==> config.mk <==
export PLATFORM = sky130hd
export DESIGN_NAME = vec_store_unit_flat
export DESIGN_NICKNAME = d
export VERILOG_FILES = /design/src/rtl/vec_store_unit_if.sv /design/src/rtl/vec_store_unit.sv /design/src/flat_wrapper.sv
export SDC_FILE = /design/constraint.sdc
export NUM_CORES = 2
export LEC_CHECK = 0
export ABC_AREA = 0
export ABC_CLOCK_PERIOD_IN_PS = 23900
export CELL_PAD_IN_SITES_DETAIL_PLACEMENT = 0
export CELL_PAD_IN_SITES_GLOBAL_PLACEMENT = 1
export CORE_MARGIN = 2
export CORE_UTILIZATION = 42
export DETAILED_ROUTE_END_ITERATION = 10
export GPL_ROUTABILITY_DRIVEN = 0
export HOLD_SLACK_MARGIN = 0.12
export PLACE_DENSITY_LB_ADDON = 0.1
export SYNTH_ARGS = -nofsm -noshare
export SYNTH_HDL_FRONTEND = slang
export SYNTH_SLANG_ARGS = --single-unit
export TNS_END_PERCENT = 20
==> constraint.sdc <==
create_clock -name clk -period 23.9 [get_ports clk]
set_input_delay 4.78 -clock clk [delete_from_list [all_inputs] [get_ports clk]]
set_output_delay 4.78 -clock clk [all_outputs]
set_load 0.05 [all_outputs]
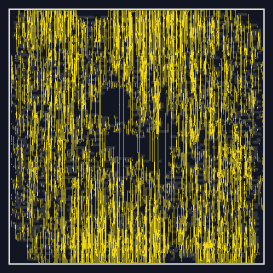
met2.png
Scale: 1 px per um. Cells faint in the background.
longest straight run: 135 um
nets with wire on the layer: 2564
main direction: vertical
via count: 16754
met2 Use GR: 43.0%
final wirelength: 78600 um

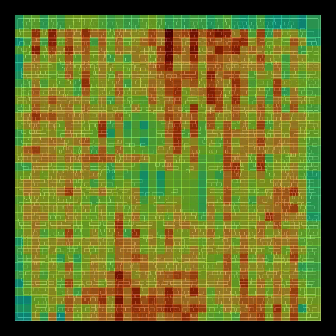
final_congestion.png
GR peak layer: met2
GRT met1 Usage: 28.6%
Final Core Density: 56.8%

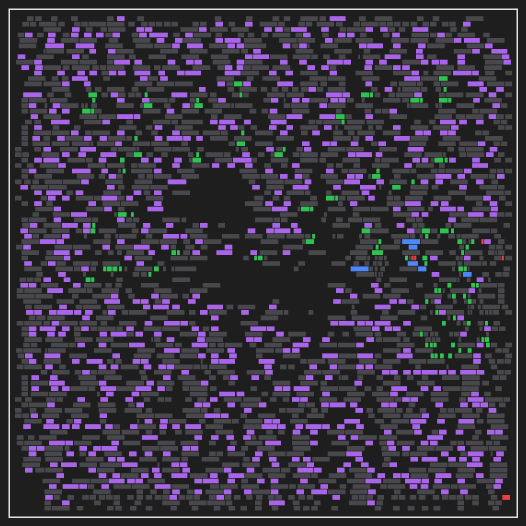
gate_families.png
Scale: 2 px per um.
legend:
  inverters:
    colour: red
    cells: 5
    most_used: inv_1
    where: east
  adder and majority cells:
    colour: blue
    cells: 6
    most_used: ha_1
    where: east
  inverting AOI/OAI gates:
    colour: green
    cells: 103
    most_used: a21oi_1
  multiplexers:
    colour: purple
    cells: 719
    most_used: mux2_2
    where: spread over the die
post-route insts no fill: 3125
fraction of area in multi-input gates: 32.2%
dominant logic cell type in the layout: clkdlybuf4s50_1

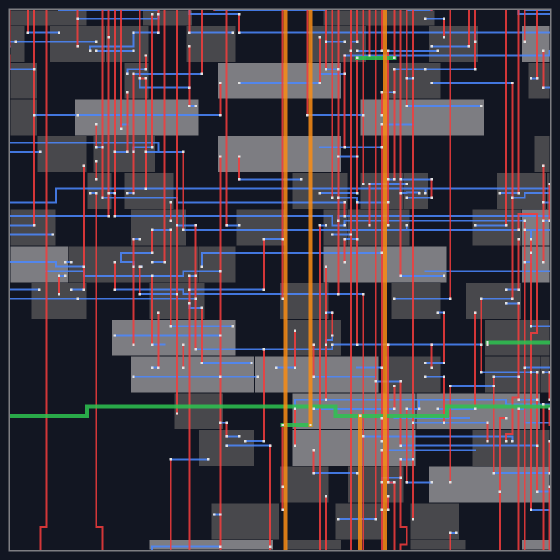
zoom.png
Window x 107 to 147, y 157 to 197 um. Cells in grey, sequential cells in the stronger grey; small squares are vias.
legend:
  met1:
    colour: blue
  met2:
    colour: red
  met4:
    colour: orange
  met3:
    colour: green
sequential cells in the window: 12
most frequent: clkdlybuf4s50_1 (14), mux2_2 (13), dfrtp_1 (12)
cells with their middle in the window: 53

==> results.py <==
# Auto-generated metrics
metrics = {
    "pwr": {
        "fin_total_pwr_w": 0.00506,
        "p_sw_w": 0.00170,
        "pwr-share-comb_pct": 44.4,
        "power_density_mw_per_mm2": 145,
        "p_leak_nw": 14.0,
        "switching_share_pct": 33.7,
        "p_clk_share_pct": 20.8,
        "internal_power_w": 0.00335,
        "p_seq_share_pct": 34.8,
    },
    "timing": {
        "fin_worst_skew_ns": 0.0144,
        "rsz0062_at_grt": "no",
        "tightestPinTransition_ns": 1.25,
        "hold_violations": 0,
        "final-setup-viol-count": 0,
        "fin_tns_setup_ns": 0,
        "max_freq_ghz": 0.125,
        "fin_crit_ns": 7.99,
        "finalClockPeriodUsage_pct": 33.4,
    },
    "worst_setup_path": {
        "r2r_cells": 6,
        "critPathArrivalTime_ns": 8.57,
        "cp_data_required_time_ns": 24.48,
        "slowest_stage": "buf_4",
        "cp-end-kind": "asynchronous set/reset pin",
        "crit_path_start_kind": "input pin",
        "cpMostUsedCell": "buf_4",
        "cp_max_fo": 103,
        "rrSetupSlack_ns": 19.45,
        "crit_path_max_incr_delay_ns": 0.89,
    },
    "job": {
        "tool_warnings": 38,
        "cap_viol_max_count": 0,
    },
    "yosys": {
        "yosys_warnings": 0,
        "ys.flop_type": "dfrtp_1",
        "common_cells": "dfrtp_1, mux2_2, mux4_2, clkbuf_1, nand3_1",
        "yosysTopAreaCell": "dfrtp_1",
        "synthSimpleGateAreaFrac_pct": 3.10,
        "ys_ff": 570,
        "synth-edff-count": 0,
        "ys_async_sr_fraction_pct": 100,
        "syn_area_mm2": 0.0261,
        "ys_cells": 1659,
        "synth_cell_types": 40,
        "yosysChipArea_mm2": 0.0261,
        "adder_share_pct": 0.288,
        "floorplan.nets": 2199,
        "xor_share_pct": 0.0959,
        "logic_family": "multiplexers",
        "top_cell_area_share_pct": 54.7,
        "avgSynthCellArea_um2": 15.7,
        "mux_share_pct": 36.5,
        "most_common_cell": "dfrtp_1",
        "syn_inst": 1659,
        "synthTopCellsByArea": "dfrtp_1, mux2_2, mux4_2, mux2i_1, o211ai_2",
        "ys_seq_share_pct": 54.7,
    },
    "grt": {
        "antenna_found_initial": 39,
        "gr-total-overflow": 0,
        "grt_pass1_vias": 18131,
        "grt_use_total_pct": 24.5,
        "grt_max_degree": 204,
    },
    "status": {
        "status": "complete, no violations",
    },
    "die": {
        "chipWidth_um": 253,
        "fp-row-count": 91,
        "die_h_um": 253,
        "coreArea_mm2": 0.0616,
        "initial_core_util_pct": 42.3,
        "dieArea_mm2": 0.0641,
    },
    "layout": {
        "logic_area_mm2": 0.0113,
        "nNetsFinal": 2753,
        "flop_area_mm2": 0.0143,
        "largest_register_ffs": 512,
        "layout-drive-gt1-share_pct": 36.5,
        "area_delta_synth_final_pct": 34.1,
    },
    "clocking": {
        "cts_buffers": 66,
        "root_buffer": "clkbuf_16",
        "htreeDepth": 3,
        "post_cts_buffers": 0,
        "clk-insertion-delay-late_ns": 0.59,
        "clkTransAtPathRegs_ns": 0.06,
        "clock_path_buffers": 3,
        "ctsResizeCount": 0,
    },
    "drt": {
        "drt_iter0_markers": 958,
        "drt-vias-per-instance": 5.36,
        "drt-pass1-iter-count": 5,
        "wire_per_inst_um": 25.2,
    },
    "place": {
        "hpwl_um": 55400,
        "io_buffers": 587,
    },
    "worst_hold_path": {
        "min_path_type": "reg -> reg",
        "min_path_cells": 1,
    },
}
-- per-layer routing --
layer / wire length [um] / up-vias / GRT usage, %
li1: - / 7407 / -
met1: 29800 / 8733 / 28.6
met2: 41100 / 442 / 43.0
met3: 5750 / 136 / 8.05
met4: 1650 / 36 / 7.00
met5: 224 / - / 0
-- layout make-up --
class,count,area share (%)
antenna,24,0.172
clock buffer,104,5.91
clock inverter,15,0.594
inverter,5,0.0751
multi-input combinational,963,32.2
sequential,570,40.8
tap,837,2.99
timing repair buffer,607,17.3
-- stage by stage --
stage          std cells  hold slack, ns  util (%)  instance area (um^2)  worst slack (ns)
6_report            3125           0.497      56.8                 35000             15.91
2_1_floorplan       1659           0.472         -                 26100              3.18
3_3_place_gp        2982           0.483      53.0                 32700             15.19
3_5_place_dp        2982           0.487      53.0                 32700             15.11
5_1_grt             3115           0.508      56.8                 35000             15.31
4_1_cts             3101           0.500      56.7                 34900             15.77
-- power groups by stage --
stage                     logic, W  registers, W  clock network, W
after CTS                  0.00230       0.00176           0.00108
after detailed placement   0.00229       0.00177                 0
after global routing       0.00241       0.00182           0.00112
final                      0.00224       0.00176           0.00105
after floorplan            0.00159       0.00180                 0
after global placement     0.00225       0.00174                 0
-- critical path: cells and delay by family --
kind / cells / cell delay (ns)
buffers and inverters: 5 / 3.55
-- layout by cell type, fill, tap and decap left out, drive strengths merged, types with 7 or more instances in the layout --
cell | netlist | final
clkbuf | 76 | 104
buf | 45 | 20
o22ai | 12 | 12
dfrtp | 570 | 570
nand4 | 8 | 8
nand2 | 10 | 10
clkdlybuf4s50 | 0 | 587
clkinv | 0 | 8
mux2i | 42 | 42
mux4 | 128 | 128
o211ai | 34 | 34
and3b | 32 | 32
mux2 | 549 | 549
a21oi | 50 | 50
diode | 0 | 24
nand3 | 51 | 51
inv | 5 | 7
-- kinds of logic after synthesis --
| kind of cell | after synthesis |
|---|---|
| adder cells (fa/ha/maj) | 6 |
| XOR/XNOR | 2 |
| AND-OR/OR-AND | 107 |
| buffers and inverters | 126 |
| multiplexers | 719 |
| flip-flops | 570 |
| AND/OR/NAND/NOR | 129 |
No activity file was given, so power comes from the tool's default toggle rates.
